[src/rtl/ma_controller_if.sv]
// Request/answer handshake between the processor core and ma_controller.
interface ma_controller_if #(
    parameter int ADDR_W = 16,
    parameter int DATA_W = 16,
    parameter int CNT_W  = 16
);
    logic              ma_request;
    logic [1:0]        ma_op;
    logic [ADDR_W-1:0] ma_where;
    logic [DATA_W-1:0] ma_what;
    logic [CNT_W-1:0]  ma_count;
    logic              ma_answer;
    logic [DATA_W-1:0] ma_result;
    logic              busy;

    modport master (
        output ma_request, ma_op, ma_where, ma_what, ma_count,
        input  ma_answer, ma_result, busy
    );
    modport slave (
        input  ma_request, ma_op, ma_where, ma_what, ma_count,
        output ma_answer, ma_result, busy
    );
endinterface

[src/rtl/ma_controller.sv]
// Block memory-access sequencer: FILL / COPY / SUM over a word range on a single-port sync RAM.
// Optional debug read port enabled by defining MA_CTRL_DBG_PORT_EN.
module ma_controller #(
    parameter int ADDR_W = 16,
    parameter int DATA_W = 16,
    parameter int CNT_W  = 16
) (
    input  logic              clk,
    input  logic              clr,
    ma_controller_if.slave    ma,
    output logic [ADDR_W-1:0] mem_addr,
    output logic [DATA_W-1:0] mem_wdata,
    output logic              mem_we,
    output logic              mem_re,
    input  logic [DATA_W-1:0] mem_rdata
`ifdef MA_CTRL_DBG_PORT_EN
    ,
    input  logic [ADDR_W-1:0] dbg_addr,
    output logic [DATA_W-1:0] dbg_data,
    output logic              dbg_valid
`endif
);

    typedef enum logic [2:0] {S_IDLE, S_RD, S_WAIT, S_WR, S_DONE} state_t;

    localparam logic [1:0] OP_FILL = 2'd0;
    localparam logic [1:0] OP_COPY = 2'd1;
    localparam logic [1:0] OP_RSVD = 2'd3;

    state_t            state_q, state_d;
    logic [1:0]        op_q, op_d;
    logic [ADDR_W-1:0] src_q, src_d;
    logic [ADDR_W-1:0] dst_q, dst_d;
    logic [CNT_W-1:0]  rem_q, rem_d;
    logic [DATA_W-1:0] acc_q, acc_d;
    logic [DATA_W-1:0] words_q, words_d;
    logic              answer_q, answer_d;
    logic [DATA_W-1:0] result_q, result_d;
    logic              busy_q, busy_d;
    logic [ADDR_W-1:0] mem_addr_q, mem_addr_d;
    logic [DATA_W-1:0] mem_wdata_q, mem_wdata_d;
    logic              mem_we_q, mem_we_d;
    logic              mem_re_q, mem_re_d;
`ifdef MA_CTRL_DBG_PORT_EN
    logic              dbg_rd_q, dbg_rd_d;
    logic              dbg_cap_q, dbg_cap_d;
    logic [DATA_W-1:0] dbg_data_q, dbg_data_d;
    logic              dbg_valid_q, dbg_valid_d;
`endif

    // Strobes/address are computed for the state being entered so every output is a flop.
    always_comb begin
        state_d     = state_q;
        op_d        = op_q;
        src_d       = src_q;
        dst_d       = dst_q;
        rem_d       = rem_q;
        acc_d       = acc_q;
        words_d     = words_q;
        answer_d    = answer_q;
        result_d    = result_q;
        busy_d      = busy_q;
        mem_addr_d  = mem_addr_q;
        mem_wdata_d = mem_wdata_q;
        mem_we_d    = 1'b0;
        mem_re_d    = 1'b0;
        case (state_q)
            S_IDLE: begin
                if (ma.ma_request) begin
                    op_d    = ma.ma_op;
                    rem_d   = ma.ma_count;
                    acc_d   = '0;
                    words_d = '0;
                    if (ma.ma_op == OP_RSVD || ma.ma_count == '0) begin
                        state_d  = S_DONE;
                        answer_d = 1'b1;
                        result_d = (ma.ma_op == OP_RSVD) ? {DATA_W{1'b1}} : '0;
                    end else if (ma.ma_op == OP_FILL) begin
                        state_d     = S_WR;
                        busy_d      = 1'b1;
                        mem_addr_d  = ma.ma_where;
                        mem_wdata_d = ma.ma_what;
                        mem_we_d    = 1'b1;
                        dst_d       = ma.ma_where + ADDR_W'(1);
                    end else if (ma.ma_op == OP_COPY) begin
                        state_d    = S_RD;
                        busy_d     = 1'b1;
                        mem_addr_d = ma.ma_what[ADDR_W-1:0];
                        mem_re_d   = 1'b1;
                        src_d      = ma.ma_what[ADDR_W-1:0] + ADDR_W'(1);
                        dst_d      = ma.ma_where;
                    end else begin
                        state_d    = S_RD;
                        busy_d     = 1'b1;
                        mem_addr_d = ma.ma_where;
                        mem_re_d   = 1'b1;
                        src_d      = ma.ma_where + ADDR_W'(1);
                    end
                end
            end
            S_RD: state_d = S_WAIT;
            S_WAIT: begin
                if (op_q == OP_COPY) begin
                    state_d     = S_WR;
                    mem_addr_d  = dst_q;
                    mem_wdata_d = mem_rdata;
                    mem_we_d    = 1'b1;
                    dst_d       = dst_q + ADDR_W'(1);
                end else begin
                    acc_d = acc_q + mem_rdata;
                    rem_d = rem_q - CNT_W'(1);
                    if (rem_q == CNT_W'(1)) begin
                        state_d  = S_DONE;
                        answer_d = 1'b1;
                        busy_d   = 1'b0;
                        result_d = acc_q + mem_rdata;
                    end else begin
                        state_d    = S_RD;
                        mem_addr_d = src_q;
                        mem_re_d   = 1'b1;
                        src_d      = src_q + ADDR_W'(1);
                    end
                end
            end
            S_WR: begin
                rem_d   = rem_q - CNT_W'(1);
                words_d = words_q + DATA_W'(1);
                if (rem_q == CNT_W'(1)) begin
                    state_d  = S_DONE;
                    answer_d = 1'b1;
                    busy_d   = 1'b0;
                    result_d = words_q + DATA_W'(1);
                end else if (op_q == OP_FILL) begin
                    mem_addr_d = dst_q;
                    mem_we_d   = 1'b1;
                    dst_d      = dst_q + ADDR_W'(1);
                end else begin
                    state_d    = S_RD;
                    mem_addr_d = src_q;
                    mem_re_d   = 1'b1;
                    src_d      = src_q + ADDR_W'(1);
                end
            end
            S_DONE: begin
                if (!ma.ma_request) begin
                    state_d  = S_IDLE;
                    answer_d = 1'b0;
                end
            end
            default: state_d = S_IDLE;
        endcase
`ifdef MA_CTRL_DBG_PORT_EN
        // Staying idle means no request was taken, so the port is free for a debug read.
        dbg_rd_d    = 1'b0;
        dbg_cap_d   = dbg_rd_q;
        dbg_data_d  = dbg_data_q;
        dbg_valid_d = 1'b0;
        if (state_d == S_IDLE) begin
            mem_addr_d = dbg_addr;
            mem_re_d   = 1'b1;
            dbg_rd_d   = 1'b1;
        end
        if (dbg_cap_q && state_q == S_IDLE)
            dbg_data_d = mem_rdata;
        if (state_d == S_IDLE)
            dbg_valid_d = dbg_valid_q | (dbg_cap_q && state_q == S_IDLE);
`endif
    end

    always_ff @(posedge clk or negedge clr) begin
        if (!clr) begin
            state_q     <= S_IDLE;
            op_q        <= '0;
            src_q       <= '0;
            dst_q       <= '0;
            rem_q       <= '0;
            acc_q       <= '0;
            words_q     <= '0;
            answer_q    <= 1'b0;
            result_q    <= '0;
            busy_q      <= 1'b0;
            mem_addr_q  <= '0;
            mem_wdata_q <= '0;
            mem_we_q    <= 1'b0;
            mem_re_q    <= 1'b0;
`ifdef MA_CTRL_DBG_PORT_EN
            dbg_rd_q    <= 1'b0;
            dbg_cap_q   <= 1'b0;
            dbg_data_q  <= '0;
            dbg_valid_q <= 1'b0;
`endif
        end else begin
            state_q     <= state_d;
            op_q        <= op_d;
            src_q       <= src_d;
            dst_q       <= dst_d;
            rem_q       <= rem_d;
            acc_q       <= acc_d;
            words_q     <= words_d;
            answer_q    <= answer_d;
            result_q    <= result_d;
            busy_q      <= busy_d;
            mem_addr_q  <= mem_addr_d;
            mem_wdata_q <= mem_wdata_d;
            mem_we_q    <= mem_we_d;
            mem_re_q    <= mem_re_d;
`ifdef MA_CTRL_DBG_PORT_EN
            dbg_rd_q    <= dbg_rd_d;
            dbg_cap_q   <= dbg_cap_d;
            dbg_data_q  <= dbg_data_d;
            dbg_valid_q <= dbg_valid_d;
`endif
        end
    end

    assign ma.ma_answer = answer_q;
    assign ma.ma_result = result_q;
    assign ma.busy      = busy_q;
    assign mem_addr     = mem_addr_q;
    assign mem_wdata    = mem_wdata_q;
    assign mem_we       = mem_we_q;
    assign mem_re       = mem_re_q;
`ifdef MA_CTRL_DBG_PORT_EN
    assign dbg_data     = dbg_data_q;
    assign dbg_valid    = dbg_valid_q;
`endif

endmodule

[src/flat_wrapper.sv]
// flat-port wrapper written by rule: the top's interface ports become plain ports
module ma_controller_flat 
#(
    parameter int ADDR_W = 16,
    parameter int DATA_W = 16,
    parameter int CNT_W  = 16
)
  (clk, clr, mem_addr, mem_wdata, mem_we, mem_re, mem_rdata, ma_ma_request, ma_ma_op, ma_ma_where, ma_ma_what, ma_ma_count, ma_ma_answer, ma_ma_result, ma_busy);
  ma_controller_if #(.ADDR_W(ADDR_W), .DATA_W(DATA_W), .CNT_W(CNT_W)) ma_i ();
  input  logic clk;
  input  logic clr;
  output logic [ADDR_W-1:0] mem_addr;
  output logic [DATA_W-1:0] mem_wdata;
  output logic mem_we;
  output logic mem_re;
  input  logic [DATA_W-1:0] mem_rdata;
  input wire logic [$bits(ma_i.ma_request)-1:0] ma_ma_request;
  input wire logic [$bits(ma_i.ma_op)-1:0] ma_ma_op;
  input wire logic [$bits(ma_i.ma_where)-1:0] ma_ma_where;
  input wire logic [$bits(ma_i.ma_what)-1:0] ma_ma_what;
  input wire logic [$bits(ma_i.ma_count)-1:0] ma_ma_count;
  output wire logic [$bits(ma_i.ma_answer)-1:0] ma_ma_answer;
  output wire logic [$bits(ma_i.ma_result)-1:0] ma_ma_result;
  output wire logic [$bits(ma_i.busy)-1:0] ma_busy;
  assign ma_i.ma_request = ma_ma_request;
  assign ma_i.ma_op = ma_ma_op;
  assign ma_i.ma_where = ma_ma_where;
  assign ma_i.ma_what = ma_ma_what;
  assign ma_i.ma_count = ma_ma_count;
  assign ma_ma_answer = ma_i.ma_answer;
  assign ma_ma_result = ma_i.ma_result;
  assign ma_busy = ma_i.busy;
  ma_controller #(.ADDR_W(ADDR_W), .DATA_W(DATA_W), .CNT_W(CNT_W)) u_core (.clk(clk), .clr(clr), .ma(ma_i), .mem_addr(mem_addr), .mem_wdata(mem_wdata), .mem_we(mem_we), .mem_re(mem_re), .mem_rdata(mem_rdata));
endmodule
[config.mk]
export PLATFORM = sky130hd
export DESIGN_NAME = ma_controller_flat
export DESIGN_NICKNAME = d
export VERILOG_FILES = /design/src/rtl/ma_controller_if.sv /design/src/rtl/ma_controller.sv /design/src/flat_wrapper.sv
export SDC_FILE = /design/constraint.sdc
export NUM_CORES = 1
export LEC_CHECK = 0
export ABC_AREA = 0
export CORE_ASPECT_RATIO = 1.75
export CORE_MARGIN = 4
export CORE_UTILIZATION = 55
export CTS_CLUSTER_SIZE = 10
export DETAILED_ROUTE_END_ITERATION = 16
export GPL_TIMING_DRIVEN = 0
export MAX_ROUTING_LAYER = met4
export PLACE_DENSITY_LB_ADDON = 0.05
export SETUP_SLACK_MARGIN = 0.3
export SYNTH_ARGS = -nofsm -noshare
export SYNTH_HDL_FRONTEND = slang
export SYNTH_SLANG_ARGS = --single-unit
[constraint.sdc]
create_clock -name clk -period 7.12 [get_ports clk]
set_input_delay 2.136 -clock clk [delete_from_list [all_inputs] [get_ports clk]]
set_output_delay 2.136 -clock clk [all_outputs]
set_load 0.1 [all_outputs]
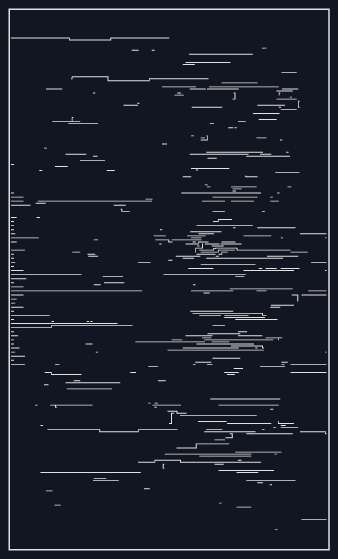
m3.png
Scale: 3 px per µm.
The layer carries 2070 µm of wire. The wires run mostly horizontal.

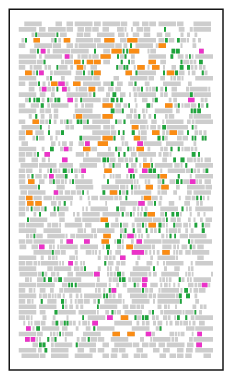
gates.png
Scale: 2 px per µm.
Magenta is non-inverting ao/oa cells, cells 42, most used o22a_1, where spread over the die. Orange is mux cells, cells 57, most used mux2_2. Green is nand cells, cells 236, most used nand2_1, where spread over the die.

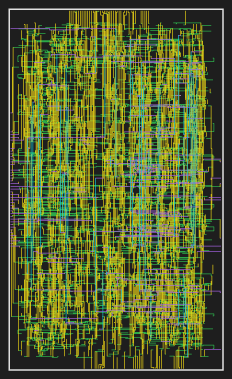
layers.png
Scale: 2 px per µm.
Cyan is M4, wire length 2140 µm. Purple is M3, wire length 2070 µm. Green is M1, wire length 11600 µm. Yellow is M2, wire length 17100 µm.

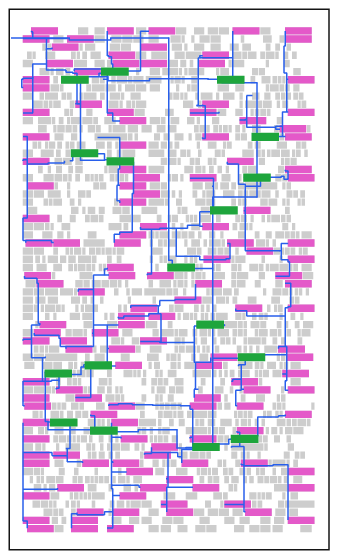
clock_wires.png
Scale: 3 px per µm.
Green is clock-net drivers, count 17. Blue is clock wires, length 1980 µm. Magenta is flip-flops, count 137.
There are 18 routed clock nets. Position of the flops: spread over the die.

==> results.rst <==
Metrics
=======

.. list-table::
   :header-rows: 1

   * - Metric
     - Value
   * - Design area
     - 11400 µm²
   * - Post-synthesis register bit count
     - 137
   * - Sequential Power Share
     - 22.9%
   * - Quantity of gates resized following cts
     - 0
   * - Number of cells in the yosys synthesis report
     - 1126
   * - Cells after synthesis
     - around 1100
   * - Count of flip-flops with a built-in enable after synthesis
     - 0
   * - Routed metal-1 wirelength
     - around 12000 µm
   * - Buf/Inv on CP
     - 2
   * - Slowest library cell on the worst path
     - sky130_fd_sc_hd__a21oi_1
   * - Max-slew violations
     - 0
   * - Top logic cell by instance count in the layout
     - sky130_fd_sc_hd__nand2_1
   * - Switching Power
     - 3.35 mW
   * - Max stage delay on crit path
     - 0.57 ns
   * - Uppermost layer routed
     - met4
   * - Comb pwr share
     - 61.7%
   * - WP data required
     - 7.36 ns
   * - Hold-critical path endpoint
     - u_core.ma.ma_result[1]$_DFFE_PN0P_
   * - Post-CTS Hold Fix Bufs
     - 0
   * - Run status
     - completed
   * - Slew at the pin with the worst max-slew slack
     - around 1.0 ns
   * - Die height
     - 180 µm
   * - Storage cell area
     - 3430 µm²
   * - Top-Level Pins
     - 121
   * - Combinational cell area excluding buffers and inverters
     - around 5500 µm²
   * - Most common cell in the netlist
     - sky130_fd_sc_hd__nand2_1
   * - Total length of routed wires
     - ~33000 µm
   * - Initial standard-cell utilization of the core
     - 56.3%
   * - Number of clock sinks seen by CTS
     - 137
   * - Proportion of total power due to net switching
     - 53.4%
   * - H-tree levels
     - 4
   * - Length of the first detailed-routing pass in iterations
     - 5
   * - TritonCTS buffer count
     - 17
   * - Crit-path max FO
     - 10
   * - Routing usage on met1
     - 37.7%
   * - Hold Path Depth
     - 2
   * - Logic inverters
     - 15
   * - Number of failing setup endpoints in the final timing report
     - 0
Power figures rest on the tool's default switching activity, not on a simulated workload.
